### src/rtl/key_event_arbiter.sv
// Turns debounced key stable-state reports into press/release/long-press events.
// Events share one valid/ready channel through round-robin arbitration between keys.
module key_event_arbiter #(
  parameter int unsigned NUM_KEYS    = 2,
  parameter int unsigned LONG_CYCLES = 25_000_000
) (
  input  logic                clk,
  input  logic                rst_n,
  input  logic [NUM_KEYS-1:0] key_flag,
  input  logic [NUM_KEYS-1:0] key_value,
  output logic                evt_valid,
  input  logic                evt_ready,
  output logic [1:0]          evt_key,
  output logic [1:0]          evt_type,
  output logic [NUM_KEYS-1:0] held,
  output logic                evt_drop
);

  localparam int unsigned CW = (LONG_CYCLES > 2) ? $clog2(LONG_CYCLES) : 1;
  localparam logic [CW-1:0] CNT_LAST = CW'(LONG_CYCLES - 1);
  localparam logic [CW-1:0] CNT_PRE  = CW'(LONG_CYCLES - 2);

  localparam logic [1:0] EVT_PRESS = 2'b00;
  localparam logic [1:0] EVT_REL   = 2'b01;
  localparam logic [1:0] EVT_LONG  = 2'b10;

  logic [NUM_KEYS-1:0] p_press, p_rel, p_long;
  logic [NUM_KEYS-1:0] p_press_n, p_rel_n, p_long_n, held_n;
  logic [CW-1:0]       cnt   [NUM_KEYS];
  logic [CW-1:0]       cnt_n [NUM_KEYS];
  logic [1:0]          rr_ptr, rr_n;
  logic                valid_n, drop_n;
  logic [1:0]          key_n, type_n;

  logic [3:0]          elig4, press4, long4;
  logic [2:0]          cand;
  logic [1:0]          gnt_idx, gnt_type;
  logic                gnt_found, do_grant;
  logic [NUM_KEYS-1:0] gnt_mask, clr_press, clr_rel, clr_long;
  logic [NUM_KEYS-1:0] set_press, set_rel, set_long;

  // Round-robin key selection and in-key event priority: press > long > release.
  always_comb begin : arbitrate
    elig4     = 4'(p_press | p_long | p_rel);
    press4    = 4'(p_press);
    long4     = 4'(p_long);
    gnt_found = 1'b0;
    gnt_idx   = 2'd0;
    cand      = 3'd0;
    for (int off = 0; off < int'(NUM_KEYS); off++) begin
      cand = {1'b0, rr_ptr} + 3'(off);
      if (cand >= 3'(NUM_KEYS)) cand = cand - 3'(NUM_KEYS);
      if (!gnt_found && elig4[cand[1:0]]) begin
        gnt_found = 1'b1;
        gnt_idx   = cand[1:0];
      end
    end
    do_grant = gnt_found && (!evt_valid || evt_ready);
    if (press4[gnt_idx])     gnt_type = EVT_PRESS;
    else if (long4[gnt_idx]) gnt_type = EVT_LONG;
    else                     gnt_type = EVT_REL;
    gnt_mask  = do_grant ? NUM_KEYS'(4'b0001 << gnt_idx) : '0;
    clr_press = (gnt_type == EVT_PRESS) ? gnt_mask : '0;
    clr_long  = (gnt_type == EVT_LONG)  ? gnt_mask : '0;
    clr_rel   = (gnt_type == EVT_REL)   ? gnt_mask : '0;
    rr_n = rr_ptr;
    if (do_grant) begin
      if (3'(gnt_idx) + 3'd1 >= 3'(NUM_KEYS)) rr_n = 2'd0;
      else                                    rr_n = gnt_idx + 2'd1;
    end
  end

  // Edge decode, hold counters, pending slots and drop detection.
  always_comb begin : key_update
    set_press = key_flag & ~key_value & ~held;
    set_rel   = key_flag & key_value & held;
    set_long  = '0;
    cnt_n     = cnt;
    for (int i = 0; i < int'(NUM_KEYS); i++) begin
      set_long[i] = held[i] && !set_rel[i] && (cnt[i] == CNT_PRE);
      if (set_press[i] || set_rel[i])        cnt_n[i] = '0;
      else if (held[i] && cnt[i] != CNT_LAST) cnt_n[i] = cnt[i] + CW'(1);
    end
    held_n    = (held | set_press) & ~set_rel;
    p_press_n = (p_press & ~clr_press) | set_press;
    p_rel_n   = (p_rel & ~clr_rel) | set_rel;
    p_long_n  = (p_long & ~clr_long) | set_long;
    drop_n    = |((set_press & p_press & ~clr_press) |
                  (set_rel & p_rel & ~clr_rel) |
                  (set_long & p_long & ~clr_long));
  end

  // Output register: load on grant, hold under backpressure, empty on accept.
  always_comb begin : out_next
    valid_n = evt_valid;
    key_n   = evt_key;
    type_n  = evt_type;
    if (do_grant) begin
      valid_n = 1'b1;
      key_n   = gnt_idx;
      type_n  = gnt_type;
    end else if (evt_ready) begin
      valid_n = 1'b0;
    end
  end

  always_ff @(posedge clk or negedge rst_n) begin
    if (!rst_n) begin
      p_press   <= '0;
      p_rel     <= '0;
      p_long    <= '0;
      held      <= '0;
      rr_ptr    <= 2'd0;
      evt_valid <= 1'b0;
      evt_key   <= 2'd0;
      evt_type  <= 2'd0;
      evt_drop  <= 1'b0;
      for (int i = 0; i < int'(NUM_KEYS); i++) cnt[i] <= '0;
    end else begin
      p_press   <= p_press_n;
      p_rel     <= p_rel_n;
      p_long    <= p_long_n;
      held      <= held_n;
      rr_ptr    <= rr_n;
      evt_valid <= valid_n;
      evt_key   <= key_n;
      evt_type  <= type_n;
      evt_drop  <= drop_n;
      for (int i = 0; i < int'(NUM_KEYS); i++) cnt[i] <= cnt_n[i];
    end
  end

endmodule
### config.mk
export PLATFORM = sky130hd
export DESIGN_NAME = key_event_arbiter
export DESIGN_NICKNAME = d
export VERILOG_FILES = /design/src/rtl/key_event_arbiter.sv
export SDC_FILE = /design/constraint.sdc
export NUM_CORES = 1
export LEC_CHECK = 0
export CORE_MARGIN = 2
export CORE_UTILIZATION = 55
export DETAILED_ROUTE_END_ITERATION = 8
export GPL_ROUTABILITY_DRIVEN = 0
export GPL_TIMING_DRIVEN = 1
export PLACE_DENSITY = 0.81
export SYNTH_ARGS = -nofsm -noshare
export SYNTH_HDL_FRONTEND = slang
export SYNTH_SLANG_ARGS = --single-unit
### constraint.sdc
create_clock -name clk -period 2.13 [get_ports clk]
set_clock_uncertainty 0.15 [all_clocks]
set_input_delay 0.213 -clock clk [delete_from_list [all_inputs] [get_ports clk]]
set_output_delay 0.213 -clock clk [all_outputs]
set_load 0.1 [all_outputs]
### The metal 1 layer

Drawn at 4 px/µm. Cells faint in the background.
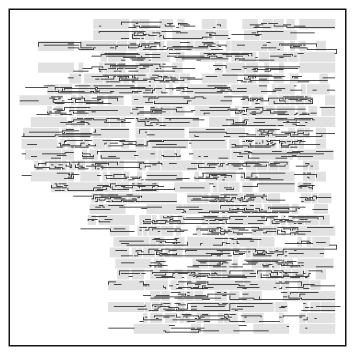
wire length on this layer = 3460 µm
share of all routed wire = 45%
main direction = horizontal

### M2 wires

Drawn at 6 px/µm.
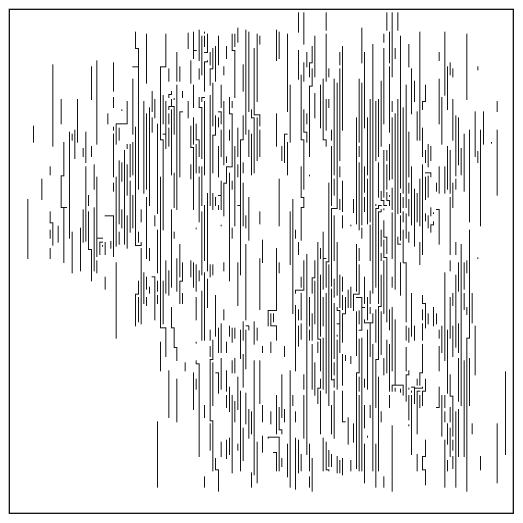
main direction = vertical
nets with wire on the layer = 378
wire length on this layer = 3930 µm
longest straight run = 41.5 µm
share of all routed wire = 51%

==> impl_metrics.json <==
{
  "outcome": "finished, final reports clean",
  "drive_gt1_frac": 0.208,
  "firstDrtPassIters": 7,
  "reg2reg_from": "cnt[32]",
  "cap_violations": 0,
  "grt_use_met2": 0.375,
  "root_buffer": "clkbuf_8",
  "clk_pin_slew_ns": 0.08,
  "cp_max_fo": 7,
  "grt.total_usage": 0.226,
  "tool_warnings": 32,
  "end_kind": "flip-flop",
  "taps": 77,
  "power_w": 0.00359,
  "layout_setup_ws_ns": 0.0659,
  "yosysUniqueCellTypes": 49,
  "drt_iter0_markers": 235,
  "syn_area_um2": 3500,
  "peakVddDrop_uv": 722,
  "synth_chip_area_um2": 3500,
  "async_flop_share": 1.00,
  "buf_share": 0.0938,
  "vias_per_cell": 5.76,
  "critPathSlowestCell": "or4_4",
  "final_cell_area_um2": 4270,
  "regMostFlops": "cnt",
  "hold_violations": 0
}
### Metal 3

Drawn at 3 px/µm. Cells faint in the background.
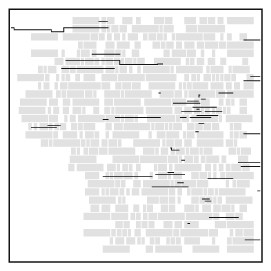
wire length on this layer = 291 µm
main direction = horizontal
longest straight run = 17.9 µm
nets with wire on the layer = 34

### Met4 routing

Drawn at 3 px/µm. Cells faint in the background.
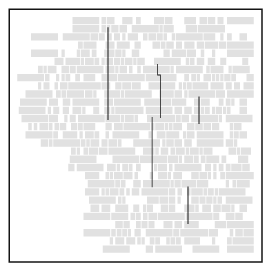
nets with wire on the layer = 3
longest straight run = 30.6 µm
share of all routed wire = 1.2%
main direction = vertical

==> cell families (layout without fill, tap and decap cells) <==
kind of cell / Yosys count / in the layout / share of synthesized area
other: 1 / 3 / 0.00107
AOI/OAI and AO/OA: 52 / 52 / 0.0930
muxes: 4 / 4 / 0.0125
xor gates and xnor gates: 35 / 35 / 0.0876
and+or+nand+nor: 194 / 194 / 0.286
buffers and inverters: 21 / 76 / 0.0229
DFF: 66 / 66 / 0.472
adders and majority gates: 7 / 7 / 0.0250
==> where the power goes <==
group	leakage, nW	switching (W)	internal (W)	total (W)
clock	0.0962	0.000509	0.000579	0.00109
sequential	0.877	0.000110	0.00138	0.00149
combinational	0.891	0.000632	0.000379	0.00101
Power is estimated from default activity; no workload was simulated.
